File: src/rtl/multiplicador_secuencial_pkg.sv
// Shared types and helpers for the shift-and-add sequential multiplier.
// Holds the controller state encoding and the iteration counter width rule.
package multiplicador_pkg;

    typedef enum logic [1:0] {
        IDLE = 2'b00,
        CALC = 2'b01,
        FIN  = 2'b10
    } estado_t;

    // One extra bit over $clog2 keeps the count BITS-1 representable for every legal BITS.
    function automatic int cnt_width(input int bits);
        return $clog2(bits) + 1;
    endfunction

endpackage

File: src/rtl/multiplicador_secuencial_sumador.sv
// Plain BITS-wide ripple-carry adder shared by the sequential multiplier datapath.
// Each stage is a full adder feeding its carry into the next stage.
module sumador #(
    parameter int BITS = 4
) (
    input  logic [BITS-1:0] a,
    input  logic [BITS-1:0] b,
    input  logic            cin,
    output logic [BITS-1:0] s,
    output logic            cout
);

    logic [BITS:0] carry;

    assign carry[0] = cin;

    for (genvar i = 0; i < BITS; i++) begin : g_stage
        assign s[i]         = a[i] ^ b[i] ^ carry[i];
        assign carry[i + 1] = (a[i] & b[i]) | (carry[i] & (a[i] ^ b[i]));
    end

    assign cout = carry[BITS];

endmodule

File: src/rtl/multiplicador_secuencial.sv
// Shift-and-add unsigned multiplier: one shared sumador is reused over BITS iterations
// to build a 2*BITS-bit product, with a one-cycle done pulse on completion.
module multiplicador_secuencial
    import multiplicador_pkg::*;
#(
    parameter int BITS = 4
) (
    input  logic              clk,
    input  logic              rst_n,
    input  logic              start,
    input  logic [BITS-1:0]   num1,
    input  logic [BITS-1:0]   num2,
    output logic              busy,
    output logic              done,
    output logic [2*BITS-1:0] producto
);

    localparam int            CW   = cnt_width(BITS);
    localparam logic [CW-1:0] LAST = CW'(BITS - 1);

    estado_t         state;
    estado_t         next_state;
    logic [BITS-1:0] reg_a;
    logic [BITS-1:0] reg_m;
    logic [BITS-1:0] reg_q;
    logic            reg_c;
    logic [CW-1:0]   cnt;
    logic [BITS-1:0] suma;
    logic            cout;
    logic [2*BITS:0] shifted;

    sumador #(
        .BITS(BITS)
    ) u_sumador (
        .a    (reg_a),
        .b    (reg_m),
        .cin  (1'b0),
        .s    (suma),
        .cout (cout)
    );

    // reg_c is always zero between iterations, so the no-add path simply shifts the whole chain.
    always_comb begin
        shifted = '0;
        if (reg_q[0]) begin
            shifted = {cout, suma, reg_q} >> 1;
        end else begin
            shifted = {reg_c, reg_a, reg_q} >> 1;
        end
    end

    always_ff @(posedge clk) begin
        if (!rst_n) begin
            state <= IDLE;
        end else begin
            state <= next_state;
        end
    end

    always_comb begin
        next_state = state;
        case (state)
            IDLE:    if (start) next_state = CALC;
            CALC:    if (cnt == LAST) next_state = FIN;
            FIN:     next_state = IDLE;
            default: next_state = IDLE;
        endcase
    end

    always_comb begin
        busy = 1'b0;
        done = 1'b0;
        case (state)
            CALC:    busy = 1'b1;
            FIN:     done = 1'b1;
            default: ;
        endcase
    end

    // producto only loads on the final iteration so it stays steady while CALC runs.
    always_ff @(posedge clk) begin
        if (!rst_n) begin
            reg_a    <= '0;
            reg_m    <= '0;
            reg_q    <= '0;
            reg_c    <= 1'b0;
            cnt      <= '0;
            producto <= '0;
        end else begin
            case (state)
                IDLE: begin
                    if (start) begin
                        reg_m <= num1;
                        reg_q <= num2;
                        reg_a <= '0;
                        reg_c <= 1'b0;
                        cnt   <= '0;
                    end
                end
                CALC: begin
                    reg_c <= shifted[2*BITS];
                    reg_a <= shifted[2*BITS-1:BITS];
                    reg_q <= shifted[BITS-1:0];
                    cnt   <= cnt + CW'(1);
                    if (cnt == LAST) begin
                        producto <= shifted[2*BITS-1:0];
                    end
                end
                default: ;
            endcase
        end
    end

endmodule
File: config.mk
export PLATFORM = sky130hd
export DESIGN_NAME = multiplicador_secuencial
export DESIGN_NICKNAME = d
export VERILOG_FILES = /design/src/rtl/multiplicador_secuencial_pkg.sv /design/src/rtl/multiplicador_secuencial_sumador.sv /design/src/rtl/multiplicador_secuencial.sv
export SDC_FILE = /design/constraint.sdc
export NUM_CORES = 1
export LEC_CHECK = 0
export ABC_AREA = 1
export ABC_CLOCK_PERIOD_IN_PS = 2800
export CAP_MARGIN = 20
export CORE_MARGIN = 4
export CORE_UTILIZATION = 40
export CTS_CLUSTER_SIZE = 14
export DETAILED_ROUTE_END_ITERATION = 10
export SLEW_MARGIN = 20
export SYNTH_ARGS = -nofsm -noshare
export SYNTH_HDL_FRONTEND = slang
export SYNTH_HIERARCHICAL = 1
export SYNTH_SLANG_ARGS = --single-unit
File: constraint.sdc
create_clock -name clk -period 2.8 [get_ports clk]
set_clock_uncertainty 0.05 [all_clocks]
set_input_delay 0.28 -clock clk [delete_from_list [all_inputs] [get_ports clk]]
set_output_delay 0.28 -clock clk [all_outputs]
set_load 0.02 [all_outputs]
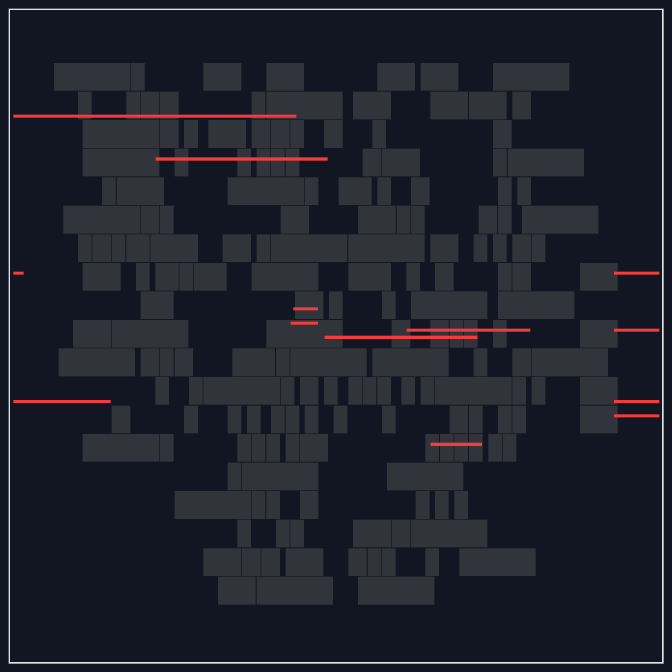
Figure 1: run 1, signal wires on met3.
Cells faint in the background.
main direction: horizontal
longest straight run: 26.7 µm
share of all routed wire: 4.1%
wire length on this layer: 103 µm
final WL: 2.519 mm
met3 usage in global routing: 2.883%

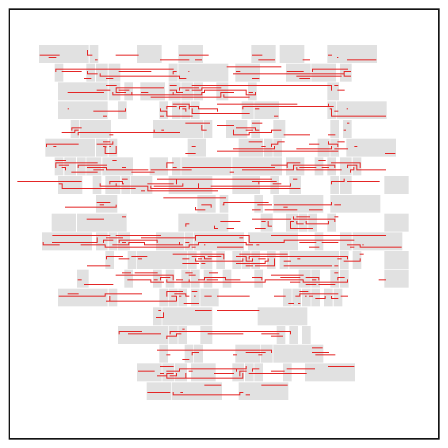
Figure 2: run 1, signal wires on met1.
Cells faint in the background.
main direction: horizontal
nets with wire on the layer: 180
wire length on this layer: 1190 µm
longest straight run: 21.6 µm
share of all routed wire: 47%
grt met1 use: 18.37%
Via Count: 997

==> flow_summary.yaml, run 1 <==
# synthesis and place-and-route metrics
run_status:
  outcome: "finished clean"
setup_path:
  crit_type: "reg -> reg"
  endpoint_kind: "register"
  crit_fanout: 3
  crit_slowest_cell: "fa_1"
  crit_arrival_ns: 2.61
  path_cells: "fa_1, inv_1, fa_1, inv_1, fa_1, inv_1, fa_1, inv_1, nand2_1, nand2_1, nand2_1, a21oi_1"
grt:
  grt_pass1_vias: 976
  grt_antenna_before_repair: 0
route:
  wl_per_cell_um: 12.05
  avgViaCountPerCell: 4.770
  post-route-drc-count: 0
worst_hold_path:
  hold_path.class: "reg -> reg"
logic_synthesis:
  ys.flops: 25
  ys_seq_share_pct: 42.69
  syn_inst: 156
  ys_cells: 156
cts:
  htreeDepth: 1
  max-clock-path-buffers: 2
  cts-root-buf: "clkbuf_4"
  cts_tree: "done"
  cts_resized: 0
  hold_buffers: 0
finish:
  final_cell_mix: "nand2_1 (45), dfxtp_1 (25), inv_1 (20), clkdlybuf4s50_1 (20), nor2_1 (19)"
  utilization_pct: 51.24
  area_growth_pct: 21.56
placed_design:
  place_congestion: 0.8008
  dpl.hpwl_mm: 1.902
die:
  die_height_um: 62.14
  coreArea_mm2: 0.002781
  fp_util_pct: 42.15
  pin_count: 21
power:
  p_per_area_mw_per_mm2: 444.2
  p_leak_nw: 0.6372
  irDropWorstVdd_uv: 314.1
final_timing:
  max_freq_ghz: 0.4166
  period_needed_ns: 2.400
  maxSlewViolCount: 0
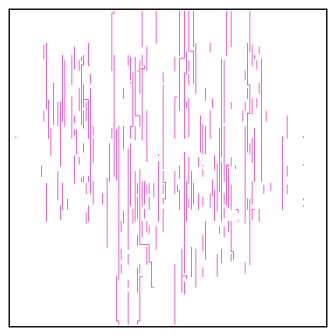
Figure 3: run 1, met2 routing.
longest straight run: 30.3 µm
nets with wire on the layer: 150
wire length on this layer: 1200 µm
share of all routed wire: 48%
main direction: vertical
met2 Track Usage GR: 22.41%

-- run 1: layout make-up --
cell class / instances / area, µm²
fill: 292 / 1356
multi-input combinational: 106 / 561.8
sequential: 25 / 500.5
timing repair buffer: 21 / 207.7
inverter: 22 / 88.84
tap: 31 / 38.79
clock buffer: 3 / 22.52
clock inverter: 1 / 5.005
-- run 1: synth_stat cells, drive strengths merged --
master   n  share of area [%]
a21oi    8                3.7
dfxtp   25                 43
ha       2                2.1
or2      1               0.53
inv     20                6.4
nand2   48                 17
conb     1               0.32
buf      3                1.8
clkinv   2                1.2
nand3   11                5.8
o21a     1               0.64
fa       4                6.8
nor2    19                6.1
o21ai   11                5.0
-- run 1: power by group --
| part | total, mW | internal [mW] | switching, mW | leakage [nW] |
|---|---|---|---|---|
| combinational | 0.0910 | 0.0368 | 0.0542 | 0.416 |
| sequential | 0.379 | 0.369 | 0.0100 | 0.204 |
| clock | 0.163 | 0.0534 | 0.110 | 0.0177 |
-- run 1: sequential cells by signal, indices dropped and copies added (netlist names) --
register  count
cnt           3
reg_m         4
producto      8
reg_a         4
state         2
reg_q         4
-- run 1: cells by family after synthesis --
group / after synthesis / synth area share, %
adders and majority gates: 6 / 8.965
AOI/OAI and AO/OA: 20 / 9.392
other: 1 / 0.3199
and+or+nand+nor: 79 / 29.24
DFF: 25 / 42.69
buffers and inverters: 25 / 9.391
-- run 1: stage by stage --
step	hold slack (ns)	setup slack, ns	instances	power [mW]
floorplan	0.3927	0.5745	156	0.4461
global placement	0.4023	0.5204	205	0.4757
detailed placement	0.4101	0.4173	205	0.4785
CTS	0.4323	0.3801	209	0.6458
global route	0.4607	0.1922	209	0.6867
finish	0.4287	0.3997	209	0.6330
-- run 1: metal layers --
metal | vias up | GRT usage [%] | share of wire, %
met5 | - | 0 | 0
met4 | 0 | 5.691 | 0.71
met3 | 2 | 2.883 | 4.1
met2 | 19 | 22.41 | 48
met1 | 453 | 18.37 | 47
li1 | 523 | - | -
-- run 1: worst max-delay path, delay by kind of cell (launching register included) --
family	cells	cell delay (ns)
AND-OR/OR-AND	1	0.12
adder cells (fa/ha/maj)	4	1.34
buffers and inverters	4	0.25
flip-flops	1	0.37
AND/OR/NAND/NOR	3	0.19
-- run 1: path summary, 6_finish.rpt --
check	startpoint	to	slack, ns	depth (start not counted)
max	reg_a[0]$_SDFFE_PN0P_	reg_a[2]$_SDFFE_PN0P_	0.40	12
min	producto[3]$_SDFFE_PN0P_	producto[3]$_SDFFE_PN0P_	0.43	2
max reg2reg	reg_a[0]$_SDFFE_PN0P_	reg_a[2]$_SDFFE_PN0P_	0.40	12
min reg2reg	producto[3]$_SDFFE_PN0P_	producto[3]$_SDFFE_PN0P_	0.43	2
==> run 2: changes to the inputs <==
--- a/config.mk
+++ b/config.mk
@@ -6,12 +6,12 @@
 export NUM_CORES = 1
 export LEC_CHECK = 0
 export ABC_AREA = 1
-export ABC_CLOCK_PERIOD_IN_PS = 2800
 export CAP_MARGIN = 20
 export CORE_MARGIN = 4
 export CORE_UTILIZATION = 40
 export CTS_CLUSTER_SIZE = 14
 export DETAILED_ROUTE_END_ITERATION = 10
+export PLACE_DENSITY = 0.65
 export SLEW_MARGIN = 20
 export SYNTH_ARGS = -nofsm -noshare
 export SYNTH_HDL_FRONTEND = slang
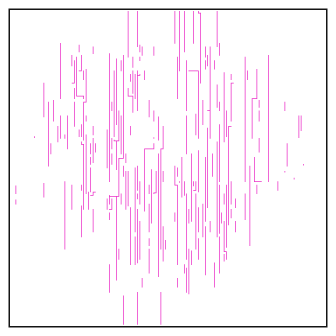
Figure 4: run 2, met2 routing.
final WL: 2.339 mm
met2 Track Usage GR: 22.02%
Via Count: 957

==> flow_summary.yaml, run 2 <==
# synthesis and place-and-route metrics
logic_synthesis:
  most_common_cell: "nand2_1"
  ys.flops: 25
  synthTopCellsByArea: "dfxtp_1 (43%), nand2_1 (14%), fa_1 (6.8%)"
  syn_inst: 156
  post-synth-top-area-fraction_pct: 42.69
  flop_cell: "dfxtp_1"
  ys_top_cells_by_count: "nand2_1 (45), dfxtp_1 (25), inv_1 (20)"
cts:
  htreeDepth: 1
  cts-root-buf: "clkbuf_4"
  max-clock-path-buffers: 2
  hold_buffers: 0
  cts_resized: 0
  cts_tree: "done"
route:
  avgViaCountPerCell: 4.601
  wl_met2_mm: 1.145
  dr.max_layer_used: "met4"
die:
  die_height_um: 62.14
  coreArea_mm2: 0.002781
  pin_count: 21
worst_hold_path:
  hold_depth: 2
  hp-start: "producto[3]$_SDFFE_PN0P_"
setup_path:
  r2r_cells: 12
  r2r_slack_ns: 0.41
  cp_num_buf_inv: 4
  crit_family: "adder cells"
  rr_startpoint: "reg_a[0]$_SDFFE_PN0P_"
  reg2reg_to: "reg_a[2]$_SDFFE_PN0P_"
  crit_fanout: 3
  crit_arrival_ns: 2.59
finish:
  final_cell_mix: "nand2_1 (45), dfxtp_1 (25), inv_1 (20), clkdlybuf4s50_1 (20), nor2_1 (19)"
  top_register: "producto"
  largest_register_ffs: 8
  area_growth_pct: 20.92
power:
  combPwrFrac_pct: 14.2
  switchingPower_mw: 0.1682
  finalPower_mw: 0.6265
  p_leak_nw: 0.6324
  intPower_mw: 0.4584
grt:
  grt_antenna_before_repair: 0
final_timing:
  max_freq_ghz: 0.4189
  maxSlewViolCount: 0
  period_needed_ns: 2.387
  timing.hold.ws_ns: 0.4246
placed_design:
  pre_cts_slack_ns: 0.4263
  place_congestion: 0.8262
run_status:
  outcome: "finished clean"
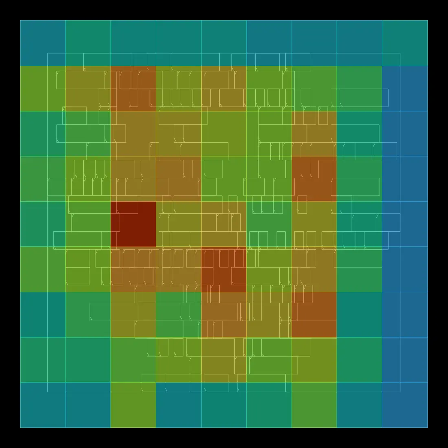
Figure 5: run 2, track usage over the die.
GRT Total Usage: 13.66%
WL per Instance: 11.25 µm
GR peak layer: met2
fin util: 50.97%

-- run 2: cells by family (layout without fill, tap and decap cells) --
| group | count (synthesis) | in the layout | share of synthesized area (%) |
|---|---|---|---|
| AND/OR/NAND/NOR | 79 | 79 | 29.24 |
| other | 1 | 1 | 0.3199 |
| flip-flops | 25 | 25 | 42.69 |
| adder cells (fa/ha/maj) | 6 | 6 | 8.965 |
| buffers and inverters | 25 | 46 | 9.391 |
| AND-OR/OR-AND | 20 | 20 | 9.392 |
-- run 2: layer usage --
metal,up-vias,GRT usage (%)
met3,2,2.883
met4,0,4.336
met2,16,22.02
met5,-,0
met1,421,18.09
li1,518,-
-- run 2: worst max path at each step --
| stage | endpoint | start | depth (start not counted) |
|---|---|---|---|
| floorplan | reg_a[2]$_SDFFE_PN0P_ | reg_a[0]$_SDFFE_PN0P_ | 12 |
| global placement | reg_a[2]$_SDFFE_PN0P_ | reg_a[0]$_SDFFE_PN0P_ | 12 |
| detailed placement | reg_a[2]$_SDFFE_PN0P_ | reg_a[0]$_SDFFE_PN0P_ | 12 |
| CTS | reg_a[2]$_SDFFE_PN0P_ | reg_a[0]$_SDFFE_PN0P_ | 12 |
| global route | reg_a[2]$_SDFFE_PN0P_ | reg_a[0]$_SDFFE_PN0P_ | 12 |
| finish | reg_a[2]$_SDFFE_PN0P_ | reg_a[0]$_SDFFE_PN0P_ | 12 |
-- run 2: area by class of cell --
cell class | count | area [µm²]
Clock buffer | 3 | 22.52
Clock inverter | 1 | 5.005
Fill cell | 297 | 1364
Inverter | 22 | 88.84
Multi-Input combinational cell | 106 | 561.8
Sequential cell | 25 | 500.5
Tap cell | 31 | 38.79
Timing Repair Buffer | 20 | 200.2
-- run 2: tightest hold or removal path: cells and delay by family, from the launching register on --
| family | cells | cell delay (ns) |
|---|---|---|
| simple gates | 2 | 0.11 |
| flops | 1 | 0.33 |
-- run 2: through the flow --
stage | instance area, µm² | instances
2_1_floorplan | 1172 | 156
3_3_place_gp | 1390 | 204
3_5_place_dp | 1390 | 204
4_1_cts | 1418 | 208
5_1_grt | 1418 | 208
6_report | 1418 | 208
-- run 2: power by group through the flow --
stage | Combinational, mW | Sequential, mW | Clock, mW
global route | 0.103 | 0.381 | 0.189
CTS | 0.0900 | 0.379 | 0.170
floorplan | 0.0612 | 0.385 | 0
detailed placement | 0.0896 | 0.387 | 0
global placement | 0.0874 | 0.386 | 0
finish | 0.0887 | 0.379 | 0.159
No activity file was given, so power comes from the tool's default toggle rates.
